**src/rtl/prng_sched_pkg.sv**
```systemverilog
// rtl/prng_sched_pkg.sv - shared state encodings and seed width for prng_scheduler
package prng_sched_pkg;

    localparam int SEED_W = 80;

    typedef enum logic [1:0] {
        ST_SEED_WAIT    = 2'd0,
        ST_RESEED_START = 2'd1,
        ST_RESEED_BUSY  = 2'd2,
        ST_SERVE        = 2'd3
    } state_e;

endpackage

```
**src/rtl/rr_arbiter.sv**
```systemverilog
// rtl/rr_arbiter.sv - combinational rotating-priority arbiter, search starts at ptr
module rr_arbiter #(
    parameter int NREQ = 2,
    parameter int PW   = $clog2(NREQ)
) (
    input  logic [NREQ-1:0] req,
    input  logic [PW-1:0]   ptr,
    output logic [NREQ-1:0] grant
);

    localparam logic [PW:0] NREQ_W = (PW+1)'(NREQ);

    logic [PW:0]   idx_w;
    logic [PW-1:0] idx;
    logic          found;

    // One extra bit on the index so ptr+off can be wrapped for non power-of-two NREQ
    always_comb begin
        grant = '0;
        found = 1'b0;
        idx_w = '0;
        idx   = '0;
        for (int off = 0; off < NREQ; off++) begin
            idx_w = {1'b0, ptr} + (PW+1)'(off);
            if (idx_w >= NREQ_W) begin
                idx_w = idx_w - NREQ_W;
            end
            idx = idx_w[PW-1:0];
            if (!found && req[idx]) begin
                grant[idx] = 1'b1;
                found      = 1'b1;
            end
        end
    end

endmodule

```
**src/rtl/prng_scheduler.sv**
```systemverilog
// rtl/prng_scheduler.sv - seeds a PRNG and shares its words among NREQ consumers
module prng_scheduler
    import prng_sched_pkg::*;
#(
    parameter int RND           = 1,
    parameter int NREQ          = 2,
    parameter int RESEED_PERIOD = 1024
) (
    input  logic              clk,
    input  logic              rst,
    input  logic              seed_valid,
    output logic              seed_ready,
    input  logic [SEED_W-1:0] seed_in,
    input  logic              force_reseed,
    output logic              prng_start_reseed,
    output logic [SEED_W-1:0] prng_seed,
    input  logic              prng_busy,
    input  logic              prng_out_valid,
    output logic              prng_out_ready,
    input  logic [RND-1:0]    prng_rnd,
    input  logic [NREQ-1:0]   cons_ready,
    output logic [NREQ-1:0]   cons_valid,
    output logic [RND-1:0]    cons_rnd,
    output logic              serving
);

    localparam int PW = $clog2(NREQ);
    localparam int CW = (RESEED_PERIOD > 0) ? $clog2(RESEED_PERIOD + 1) : 1;
    localparam bit AUTO_EN = (RESEED_PERIOD != 0);
    localparam logic [CW-1:0] CNT_LAST = CW'((RESEED_PERIOD > 0) ? RESEED_PERIOD - 1 : 0);
    localparam logic [PW-1:0] PTR_MAX  = PW'(NREQ - 1);

    state_e            state_q, state_d;
    logic [PW-1:0]     ptr_q, ptr_d;
    logic [CW-1:0]     cnt_q, cnt_d;
    logic [SEED_W-1:0] seed_q, seed_d;
    logic              busy_q, busy_d;

    logic [NREQ-1:0]   grant;
    logic [PW-1:0]     grant_idx;
    logic              in_serve;
    logic              xfer;

    rr_arbiter #(
        .NREQ (NREQ),
        .PW   (PW)
    ) u_arb (
        .req   (cons_ready),
        .ptr   (ptr_q),
        .grant (grant)
    );

    always_comb begin
        grant_idx = '0;
        for (int i = 0; i < NREQ; i++) begin
            if (grant[i]) begin
                grant_idx = PW'(i);
            end
        end
    end

    assign in_serve = (state_q == ST_SERVE);
    assign xfer     = in_serve && prng_out_valid && (|grant);

    always_comb begin
        state_d = state_q;
        ptr_d   = ptr_q;
        cnt_d   = cnt_q;
        seed_d  = seed_q;
        busy_d  = prng_busy;
        case (state_q)
            ST_SEED_WAIT: begin
                if (seed_valid) begin
                    seed_d  = seed_in;
                    state_d = ST_RESEED_START;
                end
            end
            ST_RESEED_START: begin
                cnt_d   = '0;
                state_d = ST_RESEED_BUSY;
            end
            ST_RESEED_BUSY: begin
                if (!prng_busy && prng_out_valid) begin
                    state_d = ST_SERVE;
                end
            end
            ST_SERVE: begin
                if (xfer) begin
                    ptr_d = (grant_idx == PTR_MAX) ? '0 : grant_idx + 1'b1;
                    cnt_d = cnt_q + 1'b1;
                end
                // A pending reseed wins over busy recovery: a new seed is needed anyway
                if (force_reseed || (AUTO_EN && xfer && (cnt_q == CNT_LAST))) begin
                    state_d = ST_SEED_WAIT;
                end else if (prng_busy && !busy_q) begin
                    state_d = ST_RESEED_BUSY;
                end
            end
            default: state_d = ST_SEED_WAIT;
        endcase
    end

    always_ff @(posedge clk) begin
        if (rst) begin
            state_q <= ST_SEED_WAIT;
            ptr_q   <= '0;
            cnt_q   <= '0;
            seed_q  <= '0;
            busy_q  <= 1'b0;
        end else begin
            state_q <= state_d;
            ptr_q   <= ptr_d;
            cnt_q   <= cnt_d;
            seed_q  <= seed_d;
            busy_q  <= busy_d;
        end
    end

    assign seed_ready        = (state_q == ST_SEED_WAIT);
    assign prng_start_reseed = (state_q == ST_RESEED_START);
    assign serving           = in_serve;
    assign prng_seed         = seed_q;
    assign prng_out_ready    = in_serve && (|grant);
    assign cons_valid        = (in_serve && prng_out_valid) ? grant : '0;
    assign cons_rnd          = prng_rnd;

endmodule

```
**config.mk**
```make
export PLATFORM = sky130hd
export DESIGN_NAME = prng_scheduler
export DESIGN_NICKNAME = d
export VERILOG_FILES = /design/src/rtl/prng_sched_pkg.sv /design/src/rtl/rr_arbiter.sv /design/src/rtl/prng_scheduler.sv
export SDC_FILE = /design/constraint.sdc
export NUM_CORES = 1
export LEC_CHECK = 0
export CORE_MARGIN = 5
export CORE_UTILIZATION = 40
export DETAILED_ROUTE_END_ITERATION = 12
export PLACE_DENSITY = 0.78
export SKIP_LAST_GASP = 1
export SYNTH_ARGS = -nofsm -noshare
export SYNTH_HDL_FRONTEND = slang
export SYNTH_HIERARCHICAL = 1
export SYNTH_SLANG_ARGS = --single-unit
```
**constraint.sdc**
```tcl
create_clock -name clk -period 1.9 [get_ports clk]
set_input_delay 0.475 -clock clk [delete_from_list [all_inputs] [get_ports clk]]
set_output_delay 0.475 -clock clk [all_outputs]
set_load 0.03 [all_outputs]
```
==> out/metrics.cfg, run 1 <==
[outcome]
run_status=finished clean

[worst_setup_path]
reg2reg_depth=6
worstReg2RegEnd=cnt_q[8]
critPathCapture=cons_valid[1]
rr_startpoint=ptr_q
required_ns=1.42
reg2reg_slack_ns=0.30

[power]
max-vdd-ir-drop_mv=0.476
p_comb_mw=1.24
p_seq_mw=2.21
internal-power_mw=3.55
pg_clk_mw=1.55
p_comb_share_pct=24.8
p_sw_mw=1.45

[synth]
yosys_warnings=6
syn_inst=437
synthArstFlopShare_pct=0
muxShareOfSynthArea_pct=0
simple_gate_share_pct=22.7

[finish]
comb_cells=306
non_clock_buffer_count=186
mi_logic_area_mm2=0.00146
syn2layout_area_growth_pct=62.6
drive_above_1_share_pct=6.94
layout_top_cell=nand2_1
buf_share_pct=33.9
clkbuf_count=9
layout.nets=691
seq_area_mm2=0.00191

[clocking]
clock_path_buffers=2
cts_made_buffers=9
cts_sinks=95
cts-htree-levels=3
clock_latency_ns=0.34

[sta]
finalCritPeriodShare_pct=98.3
rsz0062_at_grt=yes
finalSetupViolations=0
worst_slack_ns=0.0332

[flow_run]
warning_count=27
cap_viol_max_count=0

[drt]
vias_per_cell=4.89
remaining_drc_errors=0
met3WireLength_um=791
dr_wl_met2_um=4960

[min_path]
hold_start=rst

[placement]
place_ws_ns=-0.332
placed_area_mm2=0.00534
port_buffers=173

[grt]
grt_max_degree=55
grtUsageMet2_pct=31.3
use_met3_pct=4.90
grt.busiest_layer=met2
antenna_found_initial=0

[floorplanning]
taps=108
die_h_um=103
io_pins=176
fp.dieW_um=103

==> run 1: worst max-delay path, delay by kind of cell <==
family          cells  cell delay (ns)
compound gates      1             0.26
buf+inv             2             0.45
simple gates        1             0.21
==> run 1: synth_stat cells, types with 2 or more instances <==
master / count / area, um^2
nand2_1: 164 / 616
dfxtp_1: 95 / 1900
a21oi_1: 83 / 415
clkbuf_1: 23 / 86.3
nor2_1: 14 / 52.6
buf_2: 9 / 45.0
xor2_1: 8 / 70.1
o2111ai_1: 4 / 35.0
o211ai_1: 4 / 30.0
and3_1: 3 / 18.8
and4_1: 3 / 26.3
inv_1: 3 / 11.3
and2_1: 2 / 12.5
nor2b_1: 2 / 12.5
nor3_1: 2 / 10.0
nor3b_1: 2 / 15.0
o21ai_0: 2 / 10.0
run_1/detail.png
The bar under the picture is 10 um long. Region (39, 19) to (64, 44) um. Cells in grey, sequential cells in the stronger grey; small squares are vias.
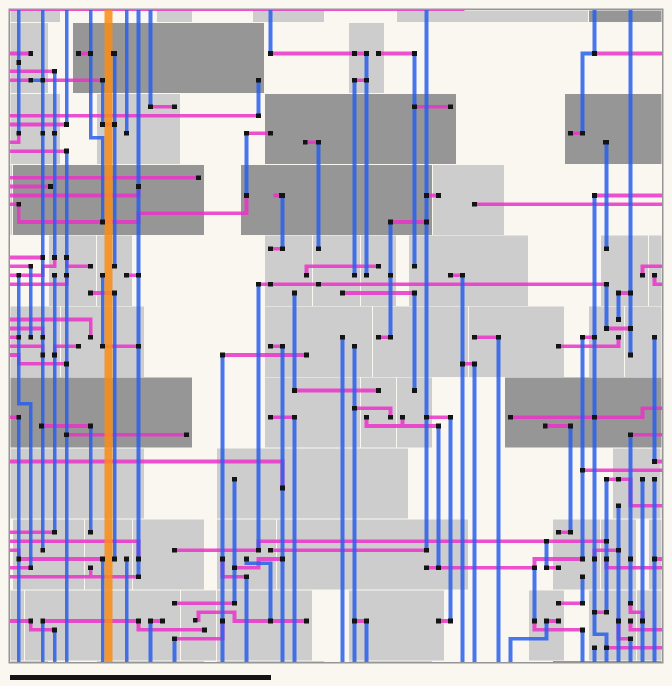
legend:
  metal 1:
    colour: magenta
  metal 4:
    colour: orange
  metal 2:
    colour: blue
cells with their middle in the window: 44
sequential cells in the window: 7
most frequent: a21oi_1 (8), nand2_1 (7), dfxtp_1 (7)
netlist names of flops here include: `prng_seed` (4), `cnt_q` (3)

run_1/placement.png
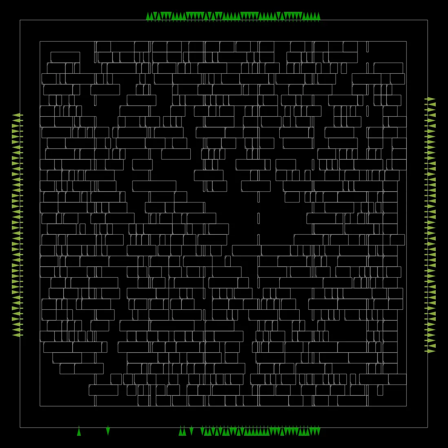
final core area utilization: 65.9%
registers: 95
Layout fillers: 720

run_1/metal_density.png
21 x 21 tiles, from black (low) to pale yellow (high), scaled to the fullest tile. Values are wire area over tile area, all layers added.
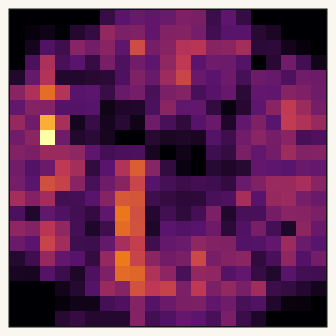
densest ninth of the die: bottom middle
mean over tiles: 0.15
fullest tile: 0.61
nearly empty tiles: 9.5%
via count: 3488
Routed WL: 9950 um
WL per Instance: 14.0 um
gr usage total: 17.9%

==> run 1 -> run 2 <==
--- a/config.mk
+++ b/config.mk
@@ -5,6 +5,7 @@
 export SDC_FILE = /design/constraint.sdc
 export NUM_CORES = 1
 export LEC_CHECK = 0
+export CAP_MARGIN = 20
 export CORE_MARGIN = 5
 export CORE_UTILIZATION = 40
 export DETAILED_ROUTE_END_ITERATION = 12
run_2/detail.png
The bar under the picture is 10 um long. Region (39, 19) to (64, 44) um. Cells in grey, sequential cells in the stronger grey; small squares are vias.
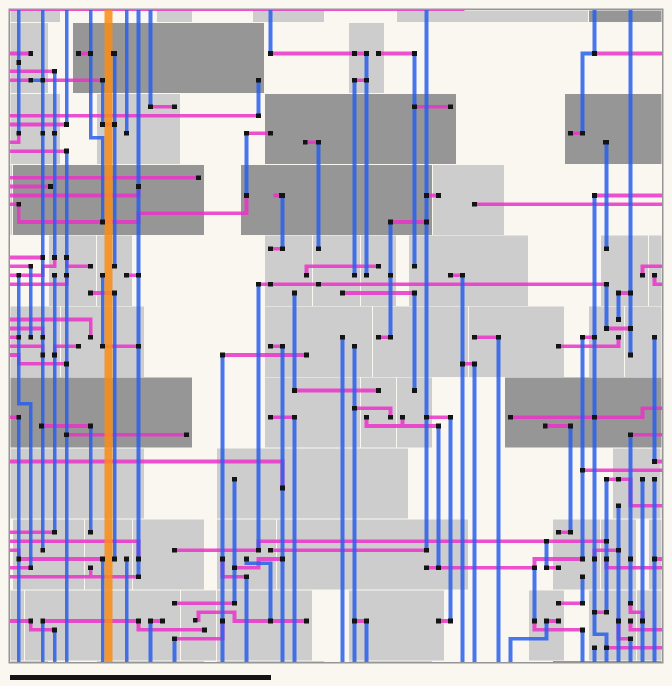
legend:
  metal 4:
    colour: orange
  metal 1:
    colour: magenta
  metal 2:
    colour: blue
cells with their middle in the window: 44
netlist names of flops here include: `prng_seed` (4), `cnt_q` (3)
most frequent: a21oi_1 (8), nand2_1 (7), dfxtp_1 (7)
sequential cells in the window: 7

==> out/metrics.cfg, run 2 <==
[outcome]
run_status=finished clean

[clocking]
cts_sinks=95
clock_path_buffers=2
clock_latency_ns=0.34
cts_made_buffers=9

[floorplanning]
die_h_um=103
fp.dieW_um=103

[finish]
fin_util_pct=65.9
layout.nets=691
syn2layout_area_growth_pct=62.6
drive_above_1_share_pct=6.94

[drt]
wire_per_inst_um=14.0
remaining_drc_errors=0
routed_wl_um=9950
num_vias=3488
vias_per_cell=4.89

[power]
internal-power_mw=3.55
max-vdd-ir-drop_mv=0.476
p_comb_mw=1.24
p_seq_mw=2.21
p_sw_mw=1.45

[sta]
worst_slack_ns=0.0332

[worst_setup_path]
critPathCapture=cons_valid[1]
rr_startpoint=ptr_q
reg2reg_slack_ns=0.30

[grt]
grt_util_all_layers_pct=17.9
antenna_found_initial=0

[synth]
netlist.area_leader.share_pct=54.6
synthArstFlopShare_pct=0
muxShareOfSynthArea_pct=0

[flow_run]
warning_count=27
cap_viol_max_count=0

[min_path]
hold_start=rst

[placement]
port_buffers=173
place_ws_ns=-0.332

run_2/placement.png
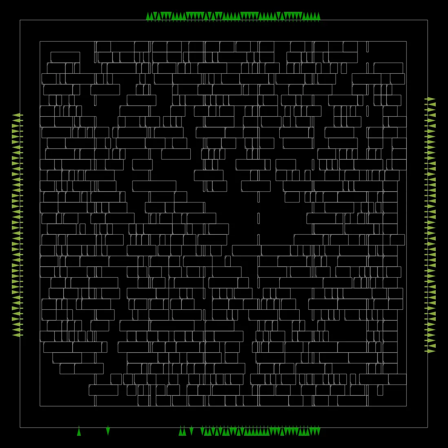
Seq area share: 33.6%
TAP cells: 108

[run 2: cell counts in the layout (fill, tap and decap cells not counted)]
No cell type changed its count.
[run 2: final cells by class]
cell class / count / area [um^2] / area share [%]
clock buffers: 9 / 124 / 2.19
clock inverters: 6 / 110 / 1.94
inverters: 3 / 11.3 / 0.199
multi-input cells: 306 / 1460 / 25.8
flip-flops and latches: 95 / 1910 / 33.6
well taps: 108 / 135 / 2.39
repair buffers: 186 / 1920 / 33.9
[run 2: metal layers]
metal / track usage [%] / up-vias / share of wire, %
li1: - / 1750 / -
met1: 21.0 / 1613 / 41
met2: 31.3 / 111 / 50
met3: 4.90 / 14 / 7.9
met4: 6.77 / 0 / 1.6
met5: 0 / - / 0
